==> images/final_clocks.png <==
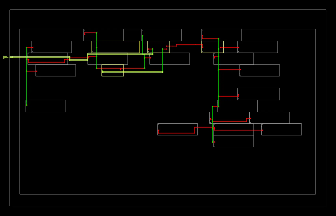
==> images/registers.png <==
Bar = 20 microns. Other sequential cells in the stronger grey, the rest of the logic in the fainter grey.
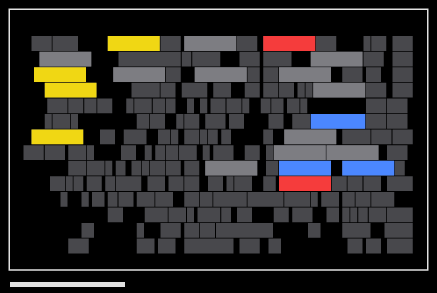
==> images/clock_map.png <==
Bar = 20 microns.
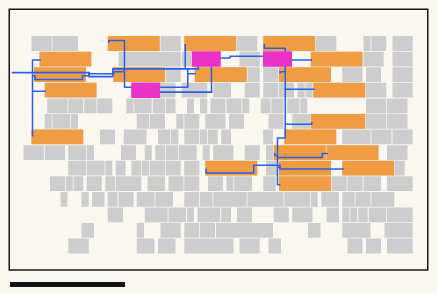
==> images/zoom.png <==
Window x 40 to 70, y 0 to 30 microns. Cells in grey, sequential cells in the stronger grey; small squares are vias.
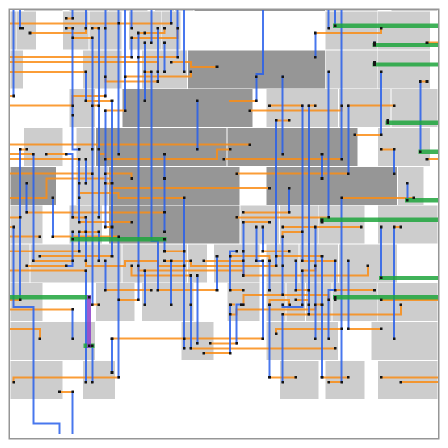
==> images/drive_strength.png <==
Bar = 20 microns.
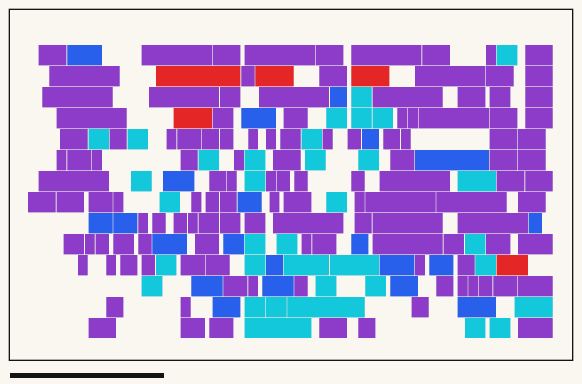
**config.mk**
```make
export PLATFORM = sky130hd
export DESIGN_NAME = mc_controller
export DESIGN_NICKNAME = d
export VERILOG_FILES = /design/src/rtl/mc_controller_pkg.sv /design/src/rtl/alu_ctrl_decoder.sv /design/src/rtl/mc_controller.sv
export SDC_FILE = /design/constraint.sdc
export NUM_CORES = 1
export LEC_CHECK = 0
export CAP_MARGIN = 20
export CORE_ASPECT_RATIO = 0.6
export CORE_MARGIN = 2
export CORE_UTILIZATION = 41
export DETAILED_ROUTE_END_ITERATION = 8
export PLACE_DENSITY = 0.75
export SYNTH_ARGS = -nofsm -noshare
export SYNTH_HDL_FRONTEND = slang
export SYNTH_SLANG_ARGS = --single-unit
export TNS_END_PERCENT = 30
```
**constraint.sdc**
```tcl
create_clock -name clk -period 2 [get_ports clk]
set_input_delay 0.4 -clock clk [delete_from_list [all_inputs] [get_ports clk]]
set_output_delay 0.4 -clock clk [all_outputs]
set_load 0.01 [all_outputs]
```
**src/rtl/mc_controller_pkg.sv**
```systemverilog
// Shared encodings for the multicycle MIPS control unit: opcodes, functs, ALU codes, states.
package mc_controller_pkg;

  localparam int unsigned OP_W    = 6;
  localparam int unsigned FN_W    = 6;
  localparam int unsigned ALU_W   = 3;
  localparam int unsigned STATE_W = 4;

  localparam logic [OP_W-1:0] OP_RTYPE = 6'b000000;
  localparam logic [OP_W-1:0] OP_LW    = 6'b100011;
  localparam logic [OP_W-1:0] OP_SW    = 6'b101011;
  localparam logic [OP_W-1:0] OP_BEQ   = 6'b000100;
  localparam logic [OP_W-1:0] OP_ADDI  = 6'b001000;
  localparam logic [OP_W-1:0] OP_J     = 6'b000010;

  localparam logic [FN_W-1:0] FN_ADD = 6'b100000;
  localparam logic [FN_W-1:0] FN_SUB = 6'b100010;
  localparam logic [FN_W-1:0] FN_AND = 6'b100100;
  localparam logic [FN_W-1:0] FN_OR  = 6'b100101;
  localparam logic [FN_W-1:0] FN_SLT = 6'b101010;

  localparam logic [ALU_W-1:0] ALU_AND = 3'b000;
  localparam logic [ALU_W-1:0] ALU_OR  = 3'b001;
  localparam logic [ALU_W-1:0] ALU_ADD = 3'b010;
  localparam logic [ALU_W-1:0] ALU_OFF = 3'b100;
  localparam logic [ALU_W-1:0] ALU_SUB = 3'b110;
  localparam logic [ALU_W-1:0] ALU_SLT = 3'b111;

  typedef enum logic [STATE_W-1:0] {
    S_IDLE      = 4'd0,
    S_FETCH     = 4'd1,
    S_DECODE    = 4'd2,
    S_MEM_ADR   = 4'd3,
    S_MEM_READ  = 4'd4,
    S_MEM_WB    = 4'd5,
    S_MEM_WRITE = 4'd6,
    S_EXECUTE   = 4'd7,
    S_R_WB      = 4'd8,
    S_BRANCH    = 4'd9,
    S_ADDI_EX   = 4'd10,
    S_ADDI_WB   = 4'd11,
    S_JUMP      = 4'd12
  } state_t;

  typedef struct packed {
    logic [ALU_W-1:0] alu_ctrl;
    logic             pc_write;
    logic             branch;
    logic             i_or_d;
    logic             mem_read;
    logic             mem_write;
    logic             ir_write;
    logic             reg_dst;
    logic             mem_to_reg;
    logic             reg_write;
    logic             alu_src_a;
    logic [1:0]       alu_src_b;
    logic [1:0]       pc_src;
  } ctrl_t;

  // Moore control word for a state; exec_alu is the decoded funct used only in EXECUTE.
  function automatic ctrl_t ctrl_for_state(state_t s, logic [ALU_W-1:0] exec_alu);
    ctrl_t c;
    c          = '0;
    c.alu_ctrl = ALU_OFF;
    case (s)
      S_FETCH: begin
        c.mem_read  = 1'b1;
        c.ir_write  = 1'b1;
        c.pc_write  = 1'b1;
        c.alu_src_b = 2'b01;
        c.alu_ctrl  = ALU_ADD;
      end
      S_DECODE: begin
        c.alu_src_b = 2'b11;
        c.alu_ctrl  = ALU_ADD;
      end
      S_MEM_ADR, S_ADDI_EX: begin
        c.alu_src_a = 1'b1;
        c.alu_src_b = 2'b10;
        c.alu_ctrl  = ALU_ADD;
      end
      S_MEM_READ: begin
        c.mem_read = 1'b1;
        c.i_or_d   = 1'b1;
      end
      S_MEM_WB: begin
        c.reg_write  = 1'b1;
        c.mem_to_reg = 1'b1;
      end
      S_MEM_WRITE: begin
        c.mem_write = 1'b1;
        c.i_or_d    = 1'b1;
      end
      S_EXECUTE: begin
        c.alu_src_a = 1'b1;
        c.alu_ctrl  = exec_alu;
      end
      S_R_WB: begin
        c.reg_write = 1'b1;
        c.reg_dst   = 1'b1;
      end
      S_BRANCH: begin
        c.alu_src_a = 1'b1;
        c.branch    = 1'b1;
        c.pc_src    = 2'b01;
        c.alu_ctrl  = ALU_SUB;
      end
      S_ADDI_WB: c.reg_write = 1'b1;
      S_JUMP: begin
        c.pc_write = 1'b1;
        c.pc_src   = 2'b10;
      end
      default: ;
    endcase
    return c;
  endfunction

endpackage

```
**src/rtl/alu_ctrl_decoder.sv**
```systemverilog
// Combinational R-type funct decode into an ALU operation plus a legality flag.
module alu_ctrl_decoder
  import mc_controller_pkg::*;
(
  input  logic [FN_W-1:0]  funct,
  output logic [ALU_W-1:0] alu_ctrl,
  output logic             funct_legal
);

  always_comb begin
    alu_ctrl    = ALU_OFF;
    funct_legal = 1'b1;
    case (funct)
      FN_ADD:  alu_ctrl = ALU_ADD;
      FN_SUB:  alu_ctrl = ALU_SUB;
      FN_AND:  alu_ctrl = ALU_AND;
      FN_OR:   alu_ctrl = ALU_OR;
      FN_SLT:  alu_ctrl = ALU_SLT;
      default: funct_legal = 1'b0;
    endcase
  end

endmodule

```
**src/rtl/mc_controller.sv**
```systemverilog
// Multicycle MIPS control FSM: sequences fetch/decode/execute/memory/writeback with registered Moore outputs.
module mc_controller
  import mc_controller_pkg::*;
(
  input  logic               clk,
  input  logic               rst,
  input  logic [OP_W-1:0]    opcode,
  input  logic [FN_W-1:0]    funct,
  input  logic               zero,
  output logic [ALU_W-1:0]   alu_ctrl,
  output logic               pc_en,
  output logic               pc_write,
  output logic               branch,
  output logic               i_or_d,
  output logic               mem_read,
  output logic               mem_write,
  output logic               ir_write,
  output logic               reg_dst,
  output logic               mem_to_reg,
  output logic               reg_write,
  output logic               alu_src_a,
  output logic [1:0]         alu_src_b,
  output logic [1:0]         pc_src,
  output logic [STATE_W-1:0] state_dbg
);

  state_t           state;
  ctrl_t            ctrl;
  logic [ALU_W-1:0] dec_alu;
  logic             dec_legal;

  alu_ctrl_decoder u_alu_ctrl_decoder (
    .funct       (funct),
    .alu_ctrl    (dec_alu),
    .funct_legal (dec_legal)
  );

  function automatic state_t next_state(state_t s, logic [OP_W-1:0] op, logic legal);
    state_t n;
    n = S_FETCH;
    case (s)
      S_IDLE: n = S_FETCH;
      S_DECODE: begin
        case (op)
          OP_LW, OP_SW: n = S_MEM_ADR;
          OP_RTYPE:     n = legal ? S_EXECUTE : S_FETCH;
          OP_BEQ:       n = S_BRANCH;
          OP_ADDI:      n = S_ADDI_EX;
          OP_J:         n = S_JUMP;
          default:      n = S_FETCH;
        endcase
      end
      S_FETCH:   n = S_DECODE;
      S_MEM_ADR: n = (op == OP_LW) ? S_MEM_READ : S_MEM_WRITE;
      S_MEM_READ: n = S_MEM_WB;
      S_EXECUTE: n = S_R_WB;
      S_ADDI_EX: n = S_ADDI_WB;
      default:   n = S_FETCH;
    endcase
    return n;
  endfunction

  // The funct decode is latched into the registered alu_ctrl on the DECODE->EXECUTE edge,
  // so later funct changes cannot disturb EXECUTE.
  always_ff @(posedge clk or posedge rst) begin
    if (rst) begin
      state <= S_IDLE;
      ctrl  <= ctrl_for_state(S_IDLE, ALU_OFF);
    end else begin
      state <= next_state(state, opcode, dec_legal);
      ctrl  <= ctrl_for_state(next_state(state, opcode, dec_legal), dec_alu);
    end
  end

  assign alu_ctrl   = ctrl.alu_ctrl;
  assign pc_write   = ctrl.pc_write;
  assign branch     = ctrl.branch;
  assign i_or_d     = ctrl.i_or_d;
  assign mem_read   = ctrl.mem_read;
  assign mem_write  = ctrl.mem_write;
  assign ir_write   = ctrl.ir_write;
  assign reg_dst    = ctrl.reg_dst;
  assign mem_to_reg = ctrl.mem_to_reg;
  assign reg_write  = ctrl.reg_write;
  assign alu_src_a  = ctrl.alu_src_a;
  assign alu_src_b  = ctrl.alu_src_b;
  assign pc_src     = ctrl.pc_src;
  assign state_dbg  = state;

  // PC load needs the live zero flag for beq, so it stays combinational.
  assign pc_en = ctrl.pc_write | (ctrl.branch & zero);

endmodule

```
==> qor.yml <==
outcome: "completed"
power.density_nw_per_um2: 1240
largest_reg_flops: 4
post-route-period-util_pct: 97.1
gp_congestion: 0.918
cp-start-kind: "input pin"
postCtsHoldBufs: 0
syn_area_per_cell_sq_um: 9.24
fp-row-count: 14
cts_max_level: 1
port_buffers: 36
syn2layout_area_growth_pct: 62.8
yosysWarnings: 0
cts_tree: "done"
cp.arrival_ns: 2.08
clkTransAtPathRegs_ns: 0.07
yosysUniqueCellTypes: 47
drtIter0Drc: 52
num_antenna_cells: 0
end_kind: "register"
ys_cells: 126
syn-cell-area_sq_um: 1160
fp_nets: 141
place_inst: 212
finalPower_w: 0.00236
final_cells: 220
track_usage_pct: 20.9
grt_antenna_before_repair: 0
combGateArea_sq_um: 678
drive_gt1_share_pct: 32.4
die_w_microns: 72.8
fin_tns_setup_ns: 0
die_area_sq_um: 3300
slew_violations: 0
synth_chip_area_sq_um: 1160
setup_violations: 0
drtPass1Iterations: 6
top_level_ports: 37
grt_start_max_net_pins: 21
fillCellCount: 186
synthCells: 126
first_global_vias: 1128
cts_buffer_depth: 2
finalHoldViolations: 0
cts_root_buf: "clkbuf_8"
synth_flops: 20
fp_util_pct: 44.9
rsz0062_at_grt: "yes"
hp-class: "in2async"
nets: 204
postSynth.asyncResetShare_pct: 100
tool_warnings: 27
drc: 0
wl_microns: 3190
synth_seq_share_pct: 43.1
fin_ws_ns: 0.0574
worstSetupPathType: "in2reg"
required_ns: 2.14
avgRoutedWirePerCell_microns: 14.5
ant_nets: 0
clock.fmax_mhz: 515
skew_ns: 0.00536
relSlewSlack_pct: 72.4
globalRouteOverflowTotal: 0
vias: 1197
seq_area_sq_um: 502
power_leakage_nw: 0.896
ir_drop_mv: 0.825
critPathMaxFanout: 7
viasPerCell: 5.44
edf_count: 0
flop_cell: "dfrtp_1"
max_cap_violations: 0
core_sq_um: 2590
layout_top_cell: "buf_4"
lay_top_cells: "29 x buf_4, 24 x clkdlybuf4s50_1, 19 x dfrtp_1, 15 x nor2_1, 8 x nand2_1"
post-place-ws_ns: -0.504
hpwl_microns: 2460
die_height_microns: 45.3
grt_first_pass_wirelength_microns: 5180
placed_area_sq_um: 1710
min_period_ns: 1.94
worst_pin_slew_ns: 0.409
fin_area_sq_um: 1900
Back to the opening pictures, final_clocks.png:
total clock sinks: 20
TritonCTS buffer count: 3
Latency at later pin: 0.26 ns

Back to the opening pictures, registers.png:
[yellow] state_dbg | sequential cells: 4
[blue] alu_ctrl | sequential cells: 3
[red] alu_src_b | sequential cells: 2
not coloured: 11

Back to the opening pictures, clock_map.png:
[blue] clock wires | length: 216 microns
[orange] flip-flops | count: 20
[magenta] cells driving clock nets | count: 3
routed clock nets: 4
clock network power: 0.000396 W
Clk pwr share: 16.8%

Back to the opening pictures, zoom.png:
[blue] met2
[orange] met1
[green] met3
[purple] met4
sequential cells in the window: 7
netlist names of flops here include: alu_ctrl (3)
cells with their middle in the window: 58
most frequent: clkdlybuf4s50_1 (8), buf_4 (8), dfrtp_1 (6)

Back to the opening pictures, drive_strength.png:
[red] drive 6 and up | cells: 5 | share: 2.7% | most used: clkbuf_8
[cyan] drive 3 to 4 | cells: 35 | share: 19% | most used: buf_4
[blue] drive 2 | cells: 21 | share: 11% | most used: or2_2
[purple] drive 1 or less | cells: 127 | share: 68% | most used: clkdlybuf4s50_1

[power by group]
part	switching, W	internal (W)	total (W)	leakage, nW
clock network	0.000129	0.000267	0.000396	0.0357
registers	0.0000743	0.000552	0.000626	0.256
logic	0.000634	0.000704	0.00134	0.604
[cells by family after synthesis]
group                      Yosys count  synth area share [%]
AOI/OAI and AO/OA                   33                  20.7
xor gates and xnor gates             3                  2.26
adders and majority gates            1                 0.967
buffers and inverters               13                  6.12
DFF                                 20                  43.1
muxes                                1                 0.859
and+or+nand+nor                     55                  26.0
[per-stage QoR]
step           utilization [%]  hold slack, ns
2_1_floorplan                -           0.363
3_3_place_gp              65.9           0.665
3_5_place_dp              65.9           0.662
4_1_cts                   70.8           0.478
5_1_grt                   73.2           0.493
6_report                  73.2           0.471
[Yosys cell counts, types with 2 or more instances]
cell       n  area (sq um)
a211oi_1   2          15.0
a21o_1     2          15.0
a21oi_1    4          20.0
a31oi_1    3          18.8
clkbuf_1   5          18.8
dfrtp_1   19           475
inv_1      5          18.8
nand2_1    8          30.0
nand2b_1   6          37.5
nand3_1    2          10.0
nor2_1    15          56.3
nor2b_1    3          18.8
nor3_1     5          25.0
nor3b_1    3          22.5
nor4b_1    3          26.3
o211ai_1   2          15.0
o21ai_0    6          30.0
or2_2      3          18.8
xnor2_1    2          17.5
[area by class of cell]
| class | count | area share, % |
|---|---|---|
| Tap cell | 32 | 2.11 |
| Clock inverter | 1 | 1.58 |
| Clock buffer | 3 | 2.18 |
| Timing Repair Buffer | 66 | 30.9 |
| Inverter | 5 | 0.989 |
| Sequential cell | 20 | 26.5 |
| Multi-Input combinational cell | 93 | 35.8 |
[path summary, 6_finish.rpt]
check	from	end	slack, ns	cells after the start
worst min-delay path	rst	pc_src[0]$_DFF_PP0_	0.47	3
worst max-delay path	opcode[1]	alu_ctrl[1]$_DFF_PP0_	0.06	9
worst min register to register	state_dbg[1]$_DFF_PP0_	mem_write$_DFF_PP0_	0.67	2
min in group clk	funct[4]	alu_ctrl[0]$_DFF_PP0_	0.61	4
max in group asynchronous	rst	alu_ctrl[2]$_DFF_PP1_	1.27	3
worst max register to register	state_dbg[1]$_DFF_PP0_	alu_ctrl[1]$_DFF_PP0_	0.11	6
[layer usage]
| layer | GRT usage, % | routed length, microns |
|---|---|---|
| met5 | 0 | 0 |
| met4 | 2.96 | 3 |
| met3 | 6.25 | 245 |
| met2 | 34.4 | 1440 |
| met1 | 28.2 | 1500 |
[what timing repair did]
item / in CTS / in global routing
gates resized: 22 / 13
pin swaps: 8 / 5
setup endpoints to repair: 7 / 6
setup buffers: 2 / 2
[critical path, stage by stage]
cell and delay [ns]:
dlygate4sd2_1 0.25, buf_4 0.17, and3_2 0.19, o21ai_2 0.16
o31a_4 0.18, buf_4 0.11, o21ai_0 0.11, o211a_1 0.17
or3_1 0.34
Power and IR drop assume default switching activity.
